[config.mk]
export PLATFORM = sky130hd
export DESIGN_NAME = alu_writeback_ctrl
export DESIGN_NICKNAME = d
export VERILOG_FILES = /design/src/rtl/alu_writeback_ctrl.sv
export SDC_FILE = /design/constraint.sdc
export NUM_CORES = 1
export LEC_CHECK = 0
export CAP_MARGIN = 0
export CORE_UTILIZATION = 55
export CTS_CLUSTER_SIZE = 30
export DETAILED_ROUTE_END_ITERATION = 8
export GPL_ROUTABILITY_DRIVEN = 1
export PLACE_DENSITY = 0.86
export REMOVE_ABC_BUFFERS = 1
export SLEW_MARGIN = 0
export SYNTH_ARGS = -nofsm -noshare
export SYNTH_HDL_FRONTEND = slang
export SYNTH_SLANG_ARGS = --single-unit
[constraint.sdc]
create_clock -name clk -period 9.5 [get_ports clk]
set_input_delay 1.425 -clock clk [delete_from_list [all_inputs] [get_ports clk]]
set_output_delay 1.425 -clock clk [all_outputs]
set_load 0.005 [all_outputs]
[src/rtl/alu_writeback_ctrl.sv]
// alu_writeback_ctrl: consumer end of the ALU result interface.
// MULT/DIV results load HI/LO directly. Other results with a non-zero destination queue in a
// circular FIFO that drains to the register-file write port under an rf_ready handshake.
// The block also keeps a flags register and a sticky overflow bit.
module alu_writeback_ctrl #(
  parameter int unsigned DEPTH = 4,
  parameter int unsigned AW    = 5
) (
  input  logic                     clk,
  input  logic                     reset,
  input  logic                     in_valid,
  output logic                     in_ready,
  input  logic [4:0]               FS,
  input  logic [AW-1:0]            dest,
  input  logic [31:0]              Y_hi,
  input  logic [31:0]              Y_lo,
  input  logic                     N,
  input  logic                     Z,
  input  logic                     C,
  input  logic                     V,
  output logic [31:0]              HI,
  output logic [31:0]              LO,
  output logic [3:0]               flags,
  output logic                     ovf_sticky,
  input  logic                     ovf_clr,
  output logic                     wr_en,
  output logic [AW-1:0]            wr_addr,
  output logic [31:0]              wr_data,
  input  logic                     rf_ready,
  output logic [$clog2(DEPTH):0]   count
);

  localparam int unsigned PW = $clog2(DEPTH);
  localparam int unsigned CW = PW + 1;
  localparam logic [4:0] FS_MULT = 5'h1E;
  localparam logic [4:0] FS_DIV  = 5'h1F;

  logic [31:0]    hi_q, hi_d;
  logic [31:0]    lo_q, lo_d;
  logic [3:0]     flags_q, flags_d;
  logic           ovf_q, ovf_d;
  logic [PW-1:0]  rd_ptr_q, rd_ptr_d;
  logic [PW-1:0]  wr_ptr_q, wr_ptr_d;
  logic [CW-1:0]  count_q, count_d;
  logic [AW-1:0]  addr_mem [DEPTH];
  logic [31:0]    data_mem [DEPTH];

  logic accept, hilo_op, push, pop, empty, full;

  // Handshake decode; occupancy flags come straight from the registered count.
  always_comb begin
    empty    = (count_q == CW'(0));
    full     = (count_q == CW'(DEPTH));
    accept   = in_valid & ~full;
    hilo_op  = (FS == FS_MULT) || (FS == FS_DIV);
    push     = accept & ~hilo_op & (dest != AW'(0));
    pop      = ~empty & rf_ready;
  end

  // Next-state for HI/LO, flags, sticky overflow, pointers and occupancy.
  always_comb begin
    hi_d     = hi_q;
    lo_d     = lo_q;
    flags_d  = flags_q;
    ovf_d    = ovf_q;
    rd_ptr_d = rd_ptr_q;
    wr_ptr_d = wr_ptr_q;
    count_d  = count_q;
    if (ovf_clr) ovf_d = 1'b0;
    if (accept) begin
      if (hilo_op) begin
        hi_d         = Y_hi;
        lo_d         = Y_lo;
        flags_d[3:2] = {N, Z};
      end else begin
        flags_d = {N, Z, C, V};
        if (V) ovf_d = 1'b1;
      end
    end
    if (push) wr_ptr_d = wr_ptr_q + PW'(1);
    if (pop)  rd_ptr_d = rd_ptr_q + PW'(1);
    if (push && !pop)      count_d = count_q + CW'(1);
    else if (pop && !push) count_d = count_q - CW'(1);
  end

  // State registers; reset flushes the queue.
  always_ff @(posedge clk or posedge reset) begin
    if (reset) begin
      hi_q     <= '0;
      lo_q     <= '0;
      flags_q  <= '0;
      ovf_q    <= 1'b0;
      rd_ptr_q <= '0;
      wr_ptr_q <= '0;
      count_q  <= '0;
    end else begin
      hi_q     <= hi_d;
      lo_q     <= lo_d;
      flags_q  <= flags_d;
      ovf_q    <= ovf_d;
      rd_ptr_q <= rd_ptr_d;
      wr_ptr_q <= wr_ptr_d;
      count_q  <= count_d;
    end
  end

  // Entry storage; contents are only visible through the non-empty mask below.
  always_ff @(posedge clk) begin
    if (push) begin
      addr_mem[wr_ptr_q] <= dest;
      data_mem[wr_ptr_q] <= Y_lo;
    end
  end

  // Output view: head entry when non-empty, zero otherwise.
  always_comb begin
    in_ready   = ~full;
    wr_en      = ~empty;
    wr_addr    = empty ? AW'(0) : addr_mem[rd_ptr_q];
    wr_data    = empty ? 32'h0 : data_mem[rd_ptr_q];
    HI         = hi_q;
    LO         = lo_q;
    flags      = flags_q;
    ovf_sticky = ovf_q;
    count      = count_q;
  end

endmodule

Run 1, I/O pins on the die edge:
Drawn at 2 px/um. Pins as bars across the die edge, other pins in grey.
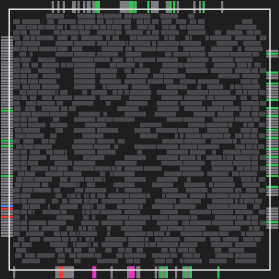
legend:
  blue:
    port: `ovf_clr`
    pins: 1
    direction: input
    edge: west
  red:
    port: `flags`
    pins: 4
    direction: output
    edge: 2 west, 2 south
  green:
    port: `LO`
    pins: 32
    direction: output
    edge: 14 east, 9 north, 5 south, 4 west
  magenta:
    port: `dest`
    pins: 5
    direction: input
    edge: south
all pins by edge: 74 west, 51 east, 36 north, 33 south

Run 1, the metal 2 layer:
Drawn at 3 px/um. Cells faint in the background.
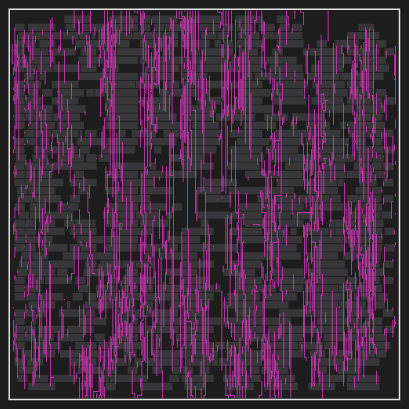
share of all routed wire: 51%
nets with wire on the layer: 667
main direction: vertical
longest straight run: 76.5 um

Run 1, clock routing:
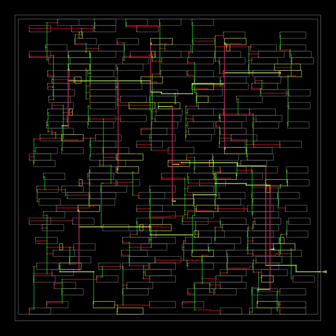
count of sequential standard cells: 224
clk pwr: 0.000913 W
count of clock tree sinks: 224

==> PnR_summary.wiki, run 1 <==
== Flow metrics ==
{| class="wikitable"
! Metric !! Value
|-
| Most instantiated logic cells after routing || 192 x clkdlybuf4s50_1, 148 x edfxtp_1, 74 x dfrtp_1
|-
| Remaining number of nets flagged by the antenna check after routing || 0
|-
| Skew-Pair Late Insertion Delay || 0.49 ns
|-
| Number of buffers inserted by hold repair at cts || 0
|-
| Top cells by area || edfxtp_1 50%, dfrtp_1 21%, mux2_4 10%
|-
| Wire length of the first global-routing pass || about 27000 um
|-
| Chain of cells forming the critical path || buf_4, mux4_2, and2_1, clkdlybuf4s50_1
|-
| Max IR drop VDD || 0.1763 mV
|-
| Flip-flop and latch count after synthesis || 224
|-
| Source of the worst hold timing path || LO[22]
|-
| Total cells reported by yosys after synthesis || 434
|-
| Total Routed Length || about 17000 um
|-
| Kind of path behind the tightest hold check || flip-flop to flip-flop
|-
| Yosys stat chip area || 8951 um^2
|-
| Number of warnings reported in the yosys synthesis log || 0
|-
| Total negative slack || 0 ns
|-
| Filler instances || 959
|-
| Worst path required time || a little over 8 ns
|-
| Die boundary height || 129.6 um
|-
| Final antenna diode count || 0
|-
| Headroom to the max-slew limit || between 30% and 40%
|-
| Setup Viol. Count Final || 0
|-
| Clock transition at the registers of the reported paths || about 0.060 ns
|-
| Number of enable flip-flop cells || 148
|-
| Number of port buffers || 192
|-
| Cell area after synthesis || 8951 um^2
|-
| Crit. End Element || output pin
|-
| Average cell area after synthesis || 20.62 um^2
|-
| Endpoint of the most critical register-to-register path || data_mem[0][11]
|-
| End point of the critical path || wr_data[2]
|-
| Row Count || 46
|-
| H-tree levels || 1
|-
| Commonest cells post-synth || 148 x edfxtp_1, 76 x dfrtp_1, 62 x mux2_4
|-
| Final layout net count || roughly 730
|-
| Synth-to-Final Area Change || 32.18%
|-
| CP Launch Type || flip-flop
|-
| Number of buffers added for setup after CTS || 0
|-
| FP Core Util || 56.35%
|-
| Core outline area || 15890 um^2
|-
| Final worst slack || 5.156 ns
|-
| Area share, top type || 49.65%
|-
| Origin of the critical flop-to-flop path || count[2]
|-
| Number of remaining DRC errors || 0
|-
| Maximum fanout along the worst path || 25
|-
| Initial antenna violation count || 0
|-
| Max cap viols || 0
|-
| Total die size || 16790 um^2
|-
| CP top delay family || buffers and inverters
|-
| TritonRoute pass-1 iters || 6
|-
| Gpl congestion || 0.7054
|-
| Static leakage power || 4.546 nW
|-
| Most repeated cell in the gate-level netlist after synthesis || edfxtp_1
|-
| Async SR Flop Fraction || about a third
|-
| Vias in the first global route || 5101
|-
| Reg with most FFs || data_mem
|-
| Proportion of layout cells with a drive suffix above 1 || between 20% and 30%
|-
| Cells resized by post-CTS repair || 0
|-
| Violation tally from detailed-route iteration zero || 266
|-
| CTS buffer count || 23
|-
| Worst Setup Slack post-DPL || roughly 5 ns
|-
| Maximum number of pins on one net before global-route repair || 77
|-
| Floorplan die width || 129.6 um
|-
| Top achievable clock speed || 230.2 MHz
|-
| Cell with the largest stage delay on the worst path || dfrtp_2
|-
| Sum of buffers and inverters on the critical path || 2
|-
| Worst-case hold slack || 0.5081 ns
|-
| Number of pins exceeding their max-slew limit in the final report || 0
|-
| Detailed-route via count || 4628
|-
| Seq share, synth || 70.90%
|-
| Ports placed on the boundary || 194
|-
| Longest Clk Path Bufs || 3
|-
| Status || completed
|-
| Final-report hold violation count || 0
|-
| Primary flip-flop cell chosen by synthesis mapping || edfxtp_1
|}
[run 1: cells by family (layout without fill, tap and decap cells)]
family	after synthesis	in the layout	share of synthesized area, %
AND-OR/OR-AND	8	8	0.6152
XOR/XNOR	5	5	0.4893
adder cells (fa/ha/maj)	6	6	0.9226
buffers and inverters	27	249	2.264
flip-flops	224	224	70.90
multiplexers	106	106	20.59
AND/OR/NAND/NOR	58	58	4.221
[run 1: layer usage]
layer / GRT usage, % / vias to the layer above / share of wire, %
li1: - / 2078 / -
met1: 27.00 / 2356 / 40
met2: 38.35 / 165 / 51
met3: 4.211 / 29 / 6.3
met4: 6.019 / 0 / 1.9
met5: 0 / - / 0
[run 1: where the power goes]
part	switching, W	total [W]	internal (W)	leakage, nW
Sequential	0.000164	0.00146	0.00130	2.28
Clock	0.000345	0.000913	0.000567	0.380
Combinational	0.000414	0.00124	0.000831	1.89
[run 1: metrics by stage]
step | cell area [um^2] | cells | util [%]
2_1_floorplan | 8778 | 415 | -
4_1_cts | 11830 | 872 | 74.48
6_report | 11830 | 872 | 74.48
3_5_place_dp | 11050 | 831 | 69.59
5_1_grt | 11830 | 872 | 74.48
3_3_place_gp | 11050 | 831 | 69.59
[run 1: cell type report]
| type | instances | area [um^2] | share of cell area [%] |
|---|---|---|---|
| inverters | 8 | 31.28 | 0.2644 |
| well taps | 216 | 270.3 | 2.284 |
| clock inverters | 12 | 158.9 | 1.343 |
| flip-flops and latches | 224 | 6349 | 53.66 |
| repair buffers | 200 | 1982 | 16.75 |
| clock buffers | 29 | 618.1 | 5.224 |
| multi-input cells | 183 | 2422 | 20.47 |
[run 1: worst reg2reg max path: cells and delay by family (launching register included)]
family	cells	cell delay, ns
buffers and inverters	1	0.53
and+or+nand+nor	3	1.67
DFF	1	0.41
--- run 2 (diff from run 1) ---
--- a/config.mk
+++ b/config.mk
@@ -6,11 +6,11 @@
 export NUM_CORES = 1
 export LEC_CHECK = 0
 export CAP_MARGIN = 0
-export CORE_UTILIZATION = 55
+export CORE_UTILIZATION = 51
 export CTS_CLUSTER_SIZE = 30
 export DETAILED_ROUTE_END_ITERATION = 8
 export GPL_ROUTABILITY_DRIVEN = 1
-export PLACE_DENSITY = 0.86
+export PLACE_DENSITY = 0.8
 export REMOVE_ABC_BUFFERS = 1
 export SLEW_MARGIN = 0
 export SYNTH_ARGS = -nofsm -noshare
==> constraint.sdc (replaced) <==
create_clock -name clk -period 4.4 [get_ports clk]
set_input_delay 0.66 -clock clk [delete_from_list [all_inputs] [get_ports clk]]
set_output_delay 0.66 -clock clk [all_outputs]
set_load 0.005 [all_outputs]
Run 2, the metal 2 layer:
Drawn at 3 px/um. Cells faint in the background.
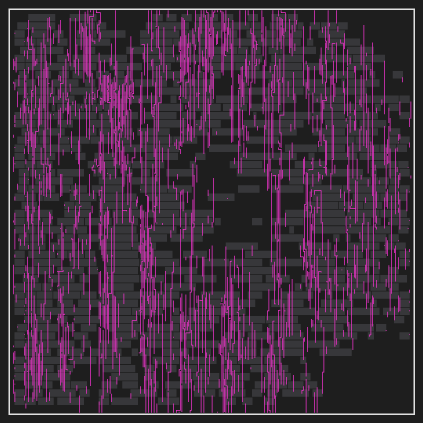
nets with wire on the layer: 655
wire length on this layer: 8470 um
share of all routed wire: 49%
main direction: vertical
met2 track demand over resource in global routing: 33.28%
detailed-route via count: 4666
Total Routed Length: 17190 um

==> PnR_summary.wiki, run 2 <==
== Flow metrics ==
{| class="wikitable"
! Metric !! Value
|-
| Reg power frac || 41.3%
|-
| Proportion of layout cells with a drive suffix above 1 || 24.05%
|-
| Final layout net count || approximately 730
|-
| Clock transition at the registers of the reported paths || 0.06 ns
|-
| Violation tally from detailed-route iteration zero || 174
|-
| Endpoint of the most critical register-to-register path || count[2]
|-
| Skew-Pair Late Insertion Delay || 0.50 ns
|-
| Maximum fanout along the worst path || 31
|-
| Most repeated cell in the gate-level netlist after synthesis || edfxtp_1
|-
| Max IR drop VDD || approximately 0.33 mV
|-
| Filler instances || approximately 1100
|-
| Cells resized by post-CTS repair || 0
|-
| Synth-to-Final Area Change || 31.80%
|-
| Number of buffers added for setup after CTS || 0
|-
| Status || completed
|-
| Wire length of the first global-routing pass || 27510 um
|-
| Die boundary height || 134.5 um
|-
| Internal cell power || approximately 0.0057 W
|-
| Initial antenna violation count || 0
|-
| Floorplan die width || about 130 um
|-
| Total die size || 18080 um^2
|-
| Number of instances in the placed design || ~840
|-
| Number of warnings reported in the yosys synthesis log || 0
|-
| Count of clock tree sinks || about 220
|-
| Vias in the first global route || a little over 5000
|-
| Post-layout instance count excluding filler cells || 882
|-
| Top cells by area || edfxtp_1 50%, dfrtp_1 21%, mux2_4 10%
|-
| Wire length the detailed router placed on met1 || between 7000 and 8000 um
|-
| Final-report hold violation count || 0
|-
| Worst-case hold slack || 0.5051 ns
|-
| Average cell area after synthesis || 20.62 um^2
|-
| Number of buffers inserted by hold repair at cts || 0
|-
| Switching power || 0.001984 W
|-
| Longest Clk Path Bufs || 3
|-
| Area after DPL || between 10000 and 15000 um^2
|-
| Source of the worst hold timing path || HI[3]
|-
| Number of pins exceeding their max-slew limit in the final report || 0
|-
| Setup Viol. Count Final || 0
|-
| Area share, top type || roughly half
|-
| Total cells reported by yosys after synthesis || 434
|-
| Total negative slack || 0 ns
|-
| Comb power frac || between 30% and 40%
|-
| Post-route design area || 11800 um^2
|-
| Amount of wire on met2 after detailed routing || 8471 um
|-
| Crit. End Element || output pin
|-
| FP Core Util || 51.93%
|-
| Number of port buffers || ~190
|-
| Final antenna diode count || 0
|-
| Sum of buffers and inverters on the critical path || 2
|-
| Seq share, synth || 70.90%
|-
| Cell area after synthesis || between 8000 and 9000 um^2
|-
| TritonRoute pass-1 iters || 4
|-
| Ports placed on the boundary || 194
|-
| Topmost layer with routed signal wires || met4
|-
| Length of routed met3 wiring || 1345 um
|-
| Commonest cells post-synth || 148 x edfxtp_1, 76 x dfrtp_1, 62 x mux2_4
|-
| Cell with the largest stage delay on the worst path || or3_1
|-
| Most instantiated logic cells after routing || 192 x clkdlybuf4s50_1, 148 x edfxtp_1, 74 x dfrtp_1
|-
| Flip-flop and latch count after synthesis || 224
|-
| Gpl congestion || 0.6980
|-
| Yosys stat chip area || between 8000 and 9000 um^2
|-
| Headroom to the max-slew limit || 31.84%
|-
| Top achievable clock speed || between 200 and 300 MHz
|-
| CTS buffer count || 23
|-
| H-tree levels || 1
|-
| Maximum number of pins on one net before global-route repair || 43
|-
| Final worst slack || approximately 0.93 ns
|-
| Remaining number of nets flagged by the antenna check after routing || 0
|-
| Chain of cells forming the critical path || or3_1, buf_4, and2_1, clkdlybuf4s50_1
|-
| Worst Setup Slack post-DPL || 0.9859 ns
|}
run 2: cell counts after synthesis:
No cell type changed its count.
run 2: power groups by stage:
stage          sequential [W]  combinational (W)  clock, W
2_1_floorplan         0.00319            0.00121         0
3_3_place_gp          0.00317            0.00268         0
3_5_place_dp          0.00320            0.00273         0
4_1_cts               0.00317            0.00275   0.00184
5_1_grt               0.00323            0.00289   0.00192
6_report              0.00316            0.00269   0.00180
run 2: cell type report:
type	count	area (um^2)	share of cell area, %
Clock buffer	33	674.4	5.716
Clock inverter	8	37.54	0.3182
Inverter	8	31.28	0.2651
Tap cell	225	281.5	2.386
Sequential cell	224	6349	53.81
Timing Repair Buffer	201	2002	16.97
Multi-Input combinational cell	183	2422	20.53
run 2: worst max path at each step:
stage,from,end,slack (ns),depth (start not counted)
after floorplan,FS[4],addr_mem[0][0],-0.19,3
after global placement,dest[1],count[1],1.07,8
after detailed placement,dest[1],count[1],0.99,8
after CTS,count[0],wr_addr[2],0.84,4
after global routing,count[0],wr_addr[2],0.71,4
final,count[0],wr_addr[2],0.93,4
run 2: metal layers:
layer | vias up | track usage [%]
li1 | 2081 | -
met4 | 0 | 5.181
met3 | 25 | 5.480
met5 | - | 0
met2 | 178 | 33.28
met1 | 2382 | 25.60
run 2: logic make-up (layout without fill, tap and decap cells):
group                      after synthesis  in the layout  synth area share (%)
muxes                                  106            106                 20.59
buffers and inverters                   27            250                 2.264
and+or+nand+nor                         58             58                 4.221
DFF                                    224            224                 70.90
xor gates and xnor gates                 5              5                0.4893
AOI/OAI and AO/OA                        8              8                0.6152
adders and majority gates                6              6                0.9226
--- run 3 (diff from run 2) ---
==> constraint.sdc (replaced) <==
create_clock -name clk -period 3.46 [get_ports clk]
set_input_delay 0.519 -clock clk [delete_from_list [all_inputs] [get_ports clk]]
set_output_delay 0.519 -clock clk [all_outputs]
set_load 0.005 [all_outputs]
Run 3, placement by cell class:
Drawn at 3 px/um. Fill, decap, tap and diode cells in grey.
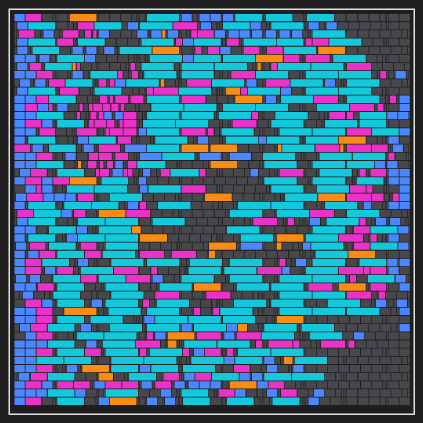
legend:
  magenta:
    class: combinational and other logic
    cells: 191
    share_of_their_area: 21%
  cyan:
    class: flops
    cells: 224
    share_of_their_area: 55%
  orange:
    class: clock drivers and dummy loads
    cells: 40
    share_of_their_area: 6.3%
  blue:
    class: other buffers and delay cells
    cells: 209
    share_of_their_area: 18%

==> PnR_summary.wiki, run 3 <==
== Flow metrics ==
{| class="wikitable"
! Metric !! Value
|-
| CTS tree || built
|-
| Final antenna diode count || 0
|-
| H-tree levels || 1
|-
| Async SR Flop Fraction || 33.93%
|-
| Skew-Pair Late Insertion Delay || 0.49 ns
|-
| Area after DPL || 11200 um^2
|-
| Final worst slack || 0.3765 ns
|-
| Switching power || 0.002571 W
|-
| Violation tally from detailed-route iteration zero || 266
|-
| Cell with the largest stage delay on the worst path || dfrtp_2
|-
| Floorplan die width || 134.5 um
|-
| TritonRoute pass-1 iters || 4
|-
| Core outline area || 17240 um^2
|-
| Total negative slack || 0 ns
|-
| Headroom to the max-slew limit || around three fifths
|-
| Number of enable flip-flop cells || 148
|-
| Number of warnings reported in the yosys synthesis log || 0
|-
| Row Count || approximately 48
|-
| Internal cell power || 0.007308 W
|-
| Maximum number of pins on one net before global-route repair || 41
|-
| Sum of buffers and inverters on the critical path || 2
|-
| Cells resized by post-CTS repair || 0
|-
| Reg with most FFs || data_mem
|-
| CP top delay family || buffers and inverters
|-
| Clock group share of total power || 23.9%
|-
| Number of remaining DRC errors || 0
|-
| Area share, top type || between 40% and 50%
|-
| Worst-case hold slack || 0.3311 ns
|-
| Average cell area after synthesis || slightly above 20 um^2
|-
| Post-route design area || 11930 um^2
|-
| Ports placed on the boundary || 194
|-
| Top achievable clock speed || 324.3 MHz
|-
| Total die size || 18080 um^2
|-
| Crit. End Element || output pin
|-
| Number of buffers added for setup after CTS || 0
|-
| Chain of cells forming the critical path || buf_12, mux4_2, and2_1, clkdlybuf4s50_1
|-
| Final-report hold violation count || 0
|-
| Die boundary height || 134.5 um
|-
| Static leakage power || about 4.6 nW
|-
| Seq share, synth || 70.90%
|-
| Detailed-route via count || 4667
|-
| Worst Setup Slack post-DPL || 0.5517 ns
|-
| Total cells reported by yosys after synthesis || 434
|-
| Top cells by area || edfxtp_1 50%, dfrtp_1 21%, mux2_4 10%
|-
| Wire length of the first global-routing pass || 28050 um
|-
| Primary flip-flop cell chosen by synthesis mapping || edfxtp_1
|-
| Gpl congestion || ~0.75
|-
| Proportion of layout cells with a drive suffix above 1 || 25.15%
|-
| Comb power frac || 36.0%
|-
| Number of buffers inserted by hold repair at cts || 0
|-
| Count of clock tree sinks || approximately 220
|-
| Max IR drop VDD || 0.5268 mV
|-
| Reg power frac || around two fifths
|-
| Initial antenna violation count || 0
|-
| Most instantiated logic cells after routing || 192 x clkdlybuf4s50_1, 148 x edfxtp_1, 74 x dfrtp_1
|-
| Max cap viols || 0
|-
| Worst path required time || 2.94 ns
|-
| Setup Viol. Count Final || 0
|-
| Post-layout total power || 0.009880 W
|-
| Most repeated cell in the gate-level netlist after synthesis || edfxtp_1
|-
| CP Launch Type || flip-flop
|-
| Status || completed
|-
| Final layout net count || 737
|-
| Cell area after synthesis || 8951 um^2
|-
| Flip-flop and latch count after synthesis || 224
|-
| Vias in the first global route || 5094
|-
| Clock transition at the registers of the reported paths || 0.07 ns
|-
| Switching share of power || 26.03%
|-
| Largest power group || sequential cells
|-
| Synth-to-Final Area Change || 33.24%
|-
| Kind of path behind the tightest hold check || input pin to asynchronous set/reset pin
|-
| Number of port buffers || approximately 190
|-
| Yosys stat chip area || between 8000 and 9000 um^2
|-
| FP Core Util || 51.93%
|-
| Longest Clk Path Bufs || 3
|-
| Remaining number of nets flagged by the antenna check after routing || 0
|}
[run 3: netlist changes by cell type in the layout (fill, tap and decap cells not counted), sizes merged]
cell / before / now
clkbuf: 33 / 31
buf: 9 / 17
inv: 7 / 9
clkinv: 8 / 7
clkinvlp: 1 / 0
bufinv: 0 / 1
[run 3: layout make-up]
class	instances	area, um^2
multi-input combinational	183	2422
inverter	8	31.28
timing repair buffer	209	2112
clock inverter	9	83.83
clock buffer	31	646.9
fill	1064	5310
tap	225	281.5
sequential	224	6349
[run 3: path summary, 6_finish.rpt]
path | cells after the start | slack, ns | to | start
worst min-delay path | 2 | 0.33 | HI[16] | reset
worst max register to register | 9 | 1.09 | count[2] | count[0]
worst min register to register | 1 | 0.51 | HI[3] | HI[3]
min in group clk | 1 | 0.51 | HI[3] | HI[3]
max in group asynchronous | 3 | 2.35 | count[1] | reset
worst max-delay path | 4 | 0.38 | wr_data[30] | rd_ptr_q[0]
[run 3: routing by layer]
layer / routed length [um] / vias to the layer above / track usage [%]
met2: 8643 / 189 / 33.56
met1: 7418 / 2360 / 27.57
met5: 0 / - / 0
li1: - / 2091 / -
met4: 248 / 0 / 4.682
met3: 1312 / 27 / 5.405
[run 3: kinds of logic (layout without fill, tap and decap cells)]
family,count (synthesis),in the layout,share of synthesized area [%]
flops,224,224,70.90
mux,106,106,20.59
simple gates,58,58,4.221
buf+inv,27,257,2.264
compound gates,8,8,0.6152
fa+ha+maj,6,6,0.9226
xor+xnor,5,5,0.4893
[run 3: through the flow]
stage	cells	util (%)
5_1_grt	889	69.19
6_report	889	69.19
2_1_floorplan	415	-
4_1_cts	889	69.19
3_3_place_gp	849	64.95
3_5_place_dp	849	64.95
Power figures rest on the tool's default switching activity, not on a simulated workload.
